### Ports around the boundary

Pins as bars across the die edge, other pins in grey.
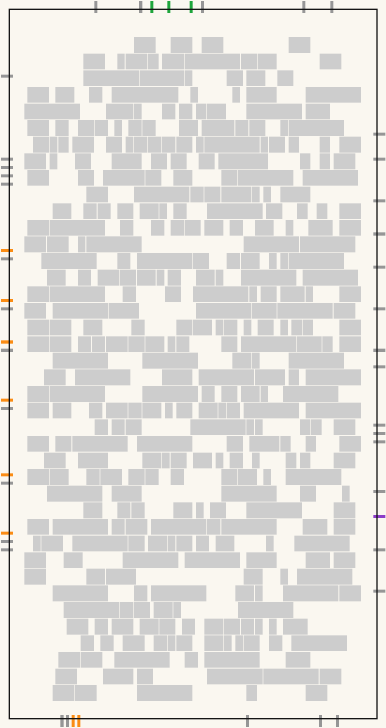
### Clock wires, drivers and flops

Bar = 20 um.
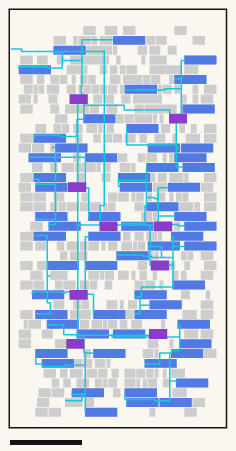
Design queue_sched, sky130hd; sources not shown.
==> results_slide.txt <==
Flow Results at a Glance

Final layout
  – Clock buffer cells: 11
  – Core Util, Final: 66.4%
  – Fraction of layout cells with a size suffix above 1: 12.7%
  – Sequential portion of the cell area: 38.3%
  – Inverters excl. clock: 9
  – Logic area: 0.00156 mm2

Power
  – Clock-net power: 0.636 mW
  – Power per cell area: 716 mW/mm2
  – Clock network fraction of total power: 22.3%

Critical path
  – CP Data Arrival Time: 3.37 ns
  – Startpoint Class: flop

Hold path
  – Min-Delay Path Class: reg2reg

Yosys
  – Flops out of synthesis: 61
  – Post-Synth Adder-Cell Area: 2.20%
  – XOR Share, Synth: 0.823%
  – Ys async rst share: 100%

Run
  – # Max-Cap Violations: 0

Timing
  – Final min period: 3.17 ns

Clocking
  – Cts bufs inserted: 9

Run status
  – Status: finished clean

Floorplan
  – Core box area: 0.00601 mm2
Back to the opening pictures, 'Ports around the boundary':
purple -> `rst`  # pins 1, direction input, edge east
orange -> `data0`  # pins 8, direction input, edge 6 west, 2 south
green -> `count`  # pins 3, direction output, edge north
all pins by edge = 18 west, 15 east, 8 north, 7 south
die height: 116 um
number of buffers added on ports: 47

Back to the opening pictures, 'Clock wires, drivers and flops':
cyan -> clock wires  # length 801 um
blue -> flip-flops  # count 61
purple -> clock drivers  # count 9
flops lie = widely spread
routed clock nets = 10
Worst Clk Skew: 0.00409 ns
clk_lat worst skew: 0.33 ns

Power and IR drop assume default switching activity.
